<file path="src/rtl/bus_timer_slave_if.sv">
// Simple strobe-based register bus; the "in" modport is the slave's view of it.
interface bus_slave;
  logic        wr;
  logic        rd;
  logic [31:0] addr;
  logic [31:0] data_i;
  logic [31:0] data_o;

  modport in  (input wr, input rd, input addr, input data_i, output data_o);
  modport out (output wr, output rd, output addr, output data_i, input data_o);
endinterface

</file>
<file path="src/rtl/bus_timer_slave.sv">
// Register-mapped down-counting timer with prescaler and level interrupt on expiry.
// Template slave on the bus_slave interface: single-cycle registered reads, no wait states.
module bus_timer_slave #(
  parameter logic [31:0] BASE_ADDR = 32'h0000_0000,
  parameter int unsigned CNT_W     = 32,
  parameter int unsigned PRE_W     = 16
) (
  input  logic clk,
  input  logic rst,
  bus_slave.in bus,
  output logic irq
);

  typedef enum logic [2:0] {
    REG_CTRL     = 3'd0,
    REG_LOAD     = 3'd1,
    REG_COUNT    = 3'd2,
    REG_STATUS   = 3'd3,
    REG_PRESCALE = 3'd4
  } reg_idx_e;

  logic [2:0]       ctrl_q, ctrl_d;
  logic [CNT_W-1:0] load_q, load_d;
  logic [CNT_W-1:0] count_q, count_d;
  logic             expired_q, expired_d;
  logic [PRE_W-1:0] prescale_q, prescale_d;
  logic [PRE_W-1:0] pre_q, pre_d;
  logic [31:0]      data_o_q, data_o_d;
  logic             irq_q, irq_d;

  logic       hit;
  logic       wr_hit;
  logic [2:0] idx;
  logic       tick;
  logic       load_wr;
  logic [31:0] rd_data;

  // Byte-lane bits and unused data bits are intentionally ignored.
  logic unused_bus;
  assign unused_bus = ^{bus.addr[1:0], bus.data_i};

  always_comb begin
    hit     = (bus.addr[31:5] == BASE_ADDR[31:5]);
    idx     = bus.addr[4:2];
    wr_hit  = bus.wr & hit;
    load_wr = wr_hit && (idx == REG_LOAD);
    tick    = ctrl_q[0] && (pre_q == prescale_q);

    rd_data = '0;
    if (hit) begin
      case (idx)
        REG_CTRL:     rd_data[2:0]       = ctrl_q;
        REG_LOAD:     rd_data[CNT_W-1:0] = load_q;
        REG_COUNT:    rd_data[CNT_W-1:0] = count_q;
        REG_STATUS:   rd_data[0]         = expired_q;
        REG_PRESCALE: rd_data[PRE_W-1:0] = prescale_q;
        default:      rd_data            = '0;
      endcase
    end
  end

  always_comb begin
    ctrl_d     = ctrl_q;
    load_d     = load_q;
    count_d    = count_q;
    expired_d  = expired_q;
    prescale_d = prescale_q;
    pre_d      = pre_q;

    if (ctrl_q[0])
      pre_d = tick ? '0 : pre_q + PRE_W'(1);

    // Ordering encodes priority: W1C first so a same-cycle expiry still sets
    // the flag; bus writes last so they win for EN, COUNT and the prescaler.
    if (wr_hit && (idx == REG_STATUS) && bus.data_i[0])
      expired_d = 1'b0;

    if (tick && !load_wr) begin
      if (count_q != '0) begin
        count_d = count_q - CNT_W'(1);
      end else begin
        expired_d = 1'b1;
        if (ctrl_q[1])
          count_d = load_q;
        else
          ctrl_d[0] = 1'b0;
      end
    end

    if (wr_hit) begin
      case (idx)
        REG_CTRL: ctrl_d = bus.data_i[2:0];
        REG_LOAD: begin
          load_d  = bus.data_i[CNT_W-1:0];
          count_d = bus.data_i[CNT_W-1:0];
          pre_d   = '0;
        end
        REG_PRESCALE: begin
          prescale_d = bus.data_i[PRE_W-1:0];
          pre_d      = '0;
        end
        default: ;
      endcase
    end

    data_o_d = bus.rd ? rd_data : data_o_q;
    irq_d    = expired_q & ctrl_q[2];
  end

  always_ff @(posedge clk or posedge rst) begin
    if (rst) begin
      ctrl_q     <= '0;
      load_q     <= '0;
      count_q    <= '0;
      expired_q  <= 1'b0;
      prescale_q <= '0;
      pre_q      <= '0;
      data_o_q   <= '0;
      irq_q      <= 1'b0;
    end else begin
      ctrl_q     <= ctrl_d;
      load_q     <= load_d;
      count_q    <= count_d;
      expired_q  <= expired_d;
      prescale_q <= prescale_d;
      pre_q      <= pre_d;
      data_o_q   <= data_o_d;
      irq_q      <= irq_d;
    end
  end

  assign bus.data_o = data_o_q;
  assign irq        = irq_q;

endmodule

</file>
<file path="src/flat_wrapper.sv">
// flat-port wrapper written by rule: the top's interface ports become plain ports
module bus_timer_slave_flat 
#(
  parameter logic [31:0] BASE_ADDR = 32'h0000_0000,
  parameter int unsigned CNT_W     = 32,
  parameter int unsigned PRE_W     = 16
)
  (clk, rst, irq, bus_wr, bus_rd, bus_addr, bus_data_i, bus_data_o);
  bus_slave bus_i ();
  input  logic clk;
  input  logic rst;
  output logic irq;
  input wire logic [$bits(bus_i.wr)-1:0] bus_wr;
  input wire logic [$bits(bus_i.rd)-1:0] bus_rd;
  input wire logic [$bits(bus_i.addr)-1:0] bus_addr;
  input wire logic [$bits(bus_i.data_i)-1:0] bus_data_i;
  output wire logic [$bits(bus_i.data_o)-1:0] bus_data_o;
  assign bus_i.wr = bus_wr;
  assign bus_i.rd = bus_rd;
  assign bus_i.addr = bus_addr;
  assign bus_i.data_i = bus_data_i;
  assign bus_data_o = bus_i.data_o;
  bus_timer_slave #(.BASE_ADDR(BASE_ADDR), .CNT_W(CNT_W), .PRE_W(PRE_W)) u_core (.clk(clk), .rst(rst), .bus(bus_i), .irq(irq));
endmodule
</file>
<file path="config.mk">
export PLATFORM = sky130hd
export DESIGN_NAME = bus_timer_slave_flat
export DESIGN_NICKNAME = d
export VERILOG_FILES = /design/src/rtl/bus_timer_slave_if.sv /design/src/rtl/bus_timer_slave.sv /design/src/flat_wrapper.sv
export SDC_FILE = /design/constraint.sdc
export NUM_CORES = 1
export LEC_CHECK = 0
export ABC_AREA = 1
export ABC_CLOCK_PERIOD_IN_PS = 15000
export CORE_MARGIN = 2
export CORE_UTILIZATION = 45
export DETAILED_ROUTE_END_ITERATION = 16
export PLACE_DENSITY_LB_ADDON = 0.2
export SLEW_MARGIN = 40
export SYNTH_ARGS = -nofsm -noshare
export SYNTH_HDL_FRONTEND = slang
export SYNTH_SLANG_ARGS = --single-unit
</file>
<file path="constraint.sdc">
create_clock -name clk -period 15 [get_ports clk]
set_clock_uncertainty 0.15 [all_clocks]
set_input_delay 4.5 -clock clk [delete_from_list [all_inputs] [get_ports clk]]
set_output_delay 4.5 -clock clk [all_outputs]
set_load 0.02 [all_outputs]
</file>
==> flow_summary.toml <==
# yosys + openroad results
[final_timing]
setup_tns_ns = 0
slew_viol_final = 0
clock.fmax_ghz = 0.1402
worst-slew-pin-transition_ns = 0.7241
rsz0062_at_grt = "false"
finalClockPeriodUsage = 0.4755
slew_headroom = 0.5172
period_minus_slack_ns = 7.133
setup_viol = 0
finalHoldViolations = 0

[run]
warning_count = 29
drv_cap = 0

[clocking]
cts_setup_buffers = 0
clk_pin_slew_ns = 0.06
htreeDepth = 4
cts_num_sinks = 133
cts_resized = 0
cts_hold_buf = 0
cts_tree = "yes"
cts-root-buf = "clkbuf_16"
cts_buffers = 17
cts_buffer_depth = 2

[critical_path]
critPathSlowestCell = "nand3_2"
critPathCaptureType = "register"
path_cells = "clkdlybuf4s50_1, nor2_1, nand2_4, inv_1, nand3_2, nand2_1, inv_1, nand2_1, nor2_1"
critPathKind = "input pin to register"
crit_buf_inv = 3
cpPeakStageDelay_ns = 0.53
crit_fanout = 34
required_ns = 15.14
cp.arrival_ns = 7.27
cp-start-kind = "input pin"
critical_path.top_delay_family = "simple AND/OR/NAND/NOR gates"

[place]
hpwl_um = 17990
place_ws_ns = 7.309
gp_congestion = 0.9482
io_buffers = 98
place_inst = 1581

[run_status]
outcome = "finished, final reports clean"

[pwr]
vdd_ir_drop_max_uv = 81.15
p_leak_uw = 0.004989
power_density_mw_per_mm2 = 85.39

[detailed_routing]
wirelength_um = 24980
dr.first_iter.drc_count = 671
via_per_inst = 5.204
wl_per_cell_um = 15.49
drt_drc_violations_left = 0
dr.pass1.iters = 5
via_count = 8394
ant_nets = 0

[global_route]
grt_pass1_vias = 7841
grtUsageTotal = 0.2599
grt_max_degree = 78
overflow = 0
antenna_found_initial = 0

[logic_synthesis]
synth_nets = 1356
avgSynthCellArea_um2 = 6.580
synth_area_mm2 = 0.008456
synth-seq-cells = 133
synth_top_area_share = 0.3936
ys_async_sr_fraction = 1.000
synth_seq_share = 0.3936
yosysCellCount = 1285
synth.distinct_cells = 38
yosys.area.top_type = "dfrtp_1"
edf_count = 0
netlist_top_cells_count = "387 x nand2_1, 194 x inv_1, 145 x nor2_1"
yosys-top-cells-area = "dfrtp_1 39%, nand2_1 17%, inv_1 8.6%"
yosysWarnings = 0
ff_type = "dfrtp_1"
yosys.cell_count.top_type = "nand2_1"

[cells_and_area]
antenna_cells = 0
stdcell_count = 1613
nNetsFinal = 1437
drive_above_1_share = 0.06962

[floorplan]
io_pins = 101
fp_util = 0.4551
core-area_mm2 = 0.01858
rows = 50
dieArea_mm2 = 0.01990

[worst_hold_path]
min_path_type = "register to register"
## final timing paths
check,start,to,slack [ns],cells after the start
max,bus_addr[3],u_core.pre_q[8],7.87,9
min,u_core.ctrl_q[2],u_core.irq,0.31,2
max reg2reg,u_core.ctrl_q[0],u_core.ctrl_q[0],12.46,11
min reg2reg,u_core.ctrl_q[2],u_core.irq,0.31,2
max in group asynchronous,rst,u_core.count_q[17],9.26,3
min in group asynchronous,rst,u_core.pre_q[6],4.34,2
## worst register-to-register path, cell delays in order (launching register included)
cell and delay, ns:
dfrtp_1 0.53, inv_1 0.20, a21oi_1 0.16, nand3_1 0.11
nor2_2 0.17, nand2_1 0.11, nor2_4 0.42, nand2_2 0.31
nand2_1 0.12, nand2_1 0.06, nand2_1 0.05, nand2_1 0.05
## report_power, final
| group | internal [µW] | switching [µW] |
|---|---|---|
| combinational | 19.2 | 23.3 |
| clock | 303 | 169 |
| sequential | 359 | 0.0000171 |
## layer usage
layer  routed length (µm)  vias to the layer above  GRT usage
met5                    0                        -          0
met4                  487                        0    0.07368
met3                 1534                       30    0.04450
met2                10980                      277     0.3901
met1                11980                     3880     0.3863
li1                     -                     4207          -
## stage by stage
stage / instance area (µm²) / hold WS (ns) / util
after CTS: 10230 / 0.3125 / 0.5504
after detailed placement: 9572 / 0.2981 / 0.5152
after floorplan: 8456 / 0.2820 / -
after global placement: 9559 / 0.2957 / 0.5145
final: 10240 / 0.3144 / 0.5510
after global routing: 10240 / 0.3265 / 0.5510
## cells in the final DEF (no fill, tap or decap), drive strengths merged, types with 2 or more instances in the layout
| cell | instances |
|---|---|
| nor2 | 168 |
| nand4 | 13 |
| nand3 | 96 |
| inv | 210 |
| a21oi | 43 |
| clkdlybuf4s50 | 97 |
| bufinv | 5 |
| buf | 7 |
| o21bai | 6 |
| nor3 | 11 |
| nand2 | 396 |
| clkinvlp | 2 |
| o21ai | 119 |
| a31oi | 2 |
| dfrtp | 133 |
| clkbuf | 19 |
| clkinv | 5 |
| xor2 | 3 |
| o22ai | 33 |
| ha | 3 |
## cell families (layout without fill, tap and decap cells)
logic type,count (synthesis),in the layout,synth area share
AOI/OAI and AO/OA,207,207,0.1317
xor gates and xnor gates,3,3,0.003108
adders and majority gates,3,3,0.004440
and+or+nand+nor,688,688,0.3489
buffers and inverters,251,345,0.1182
DFF,133,133,0.3936
## area by class of cell
class                           count  area, µm²
Clock buffer                       19      452.9
Clock inverter                     13      202.7
Fill cell                        1847       8343
Inverter                          209      789.5
Multi-Input combinational cell    901       4144
Sequential cell                   133       3328
Tap cell                          234      292.8
Timing Repair Buffer              104       1027
## flip-flops by register name (all words and copies together) (netlist names)
| signal | cells |
|---|---|
| u_core.ctrl_q | 3 |
| u_core.count_q | 32 |
| u_core.prescale_q | 16 |
| u_core.irq | 1 |
| u_core.expired_q | 1 |
| u_core.bus.data_o | 32 |
| u_core.load_q | 32 |
| u_core.pre_q | 16 |
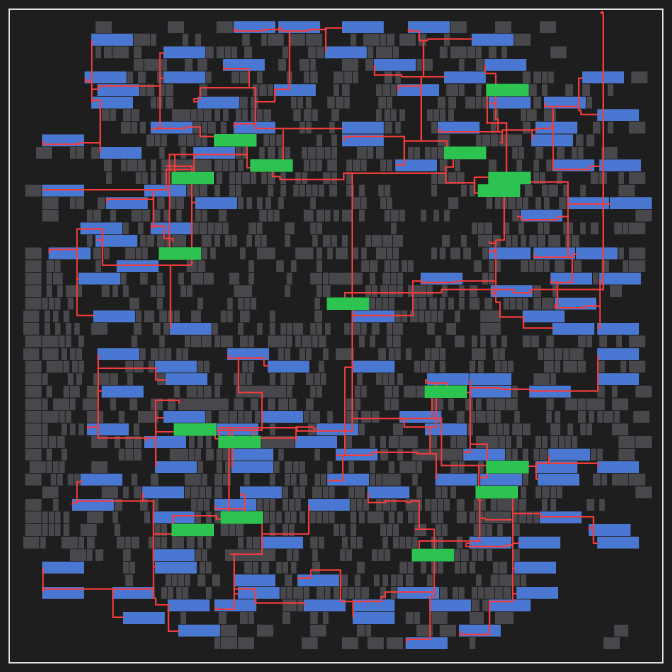
(images/clock_wires.png)
- clock wires: red (length 2020 µm)
- clock-net drivers: green (count 17)
- flip-flops: blue (count 133)
- flops lie: widely spread
- routed clock nets: 18
worst skew pair latency: 0.43 ns
Clock Power Share: 0.541
Clk power: 473 µW

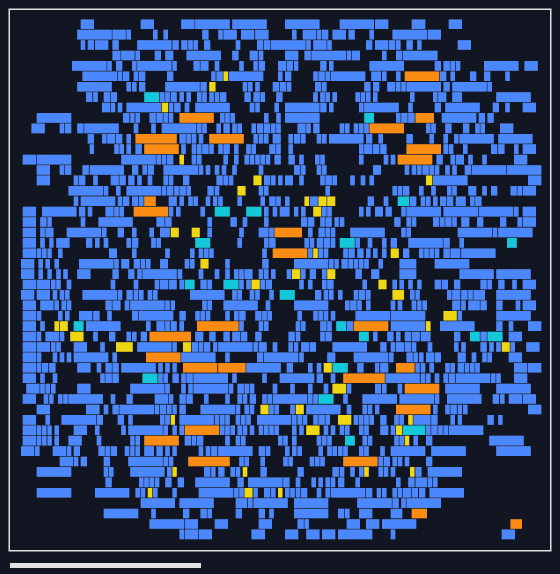
(images/sizing.png)
Scale bar: 50 µm.
- x3 and x4: cyan (cells 21; share 1.5%)
- x6 and larger: orange (cells 29; share 2.1%)
- x1 and smaller: blue (cells 1283; share 93%)
- x2: yellow (cells 46; share 3.3%)
Non-clk bufs: 104
worst setup margin: 7.867 ns
fin area: 0.01024 mm²

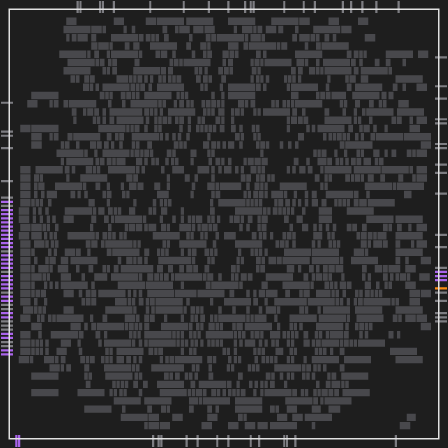
(images/pinout.png)
Pins as bars across the die edge, other pins in grey.
- irq: orange (pins 1; direction output; edge right)
- bus_addr: purple (pins 32; direction input; edge 27 left, 3 right, 2 bottom)

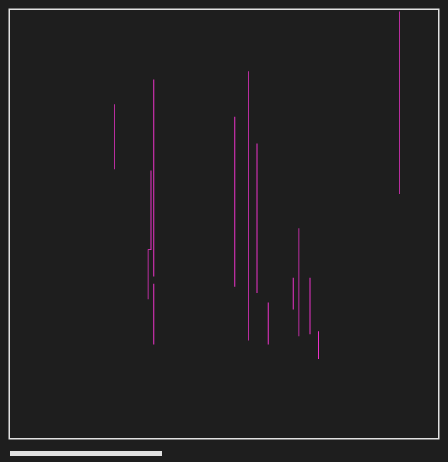
(images/m4.png)
Scale bar: 50 µm.
- longest straight run: 88.4 µm
- share of all routed wire: 2.0%
- wire length on this layer: 488 µm
- nets with wire on the layer: 9

Power is estimated from default activity; no workload was simulated.
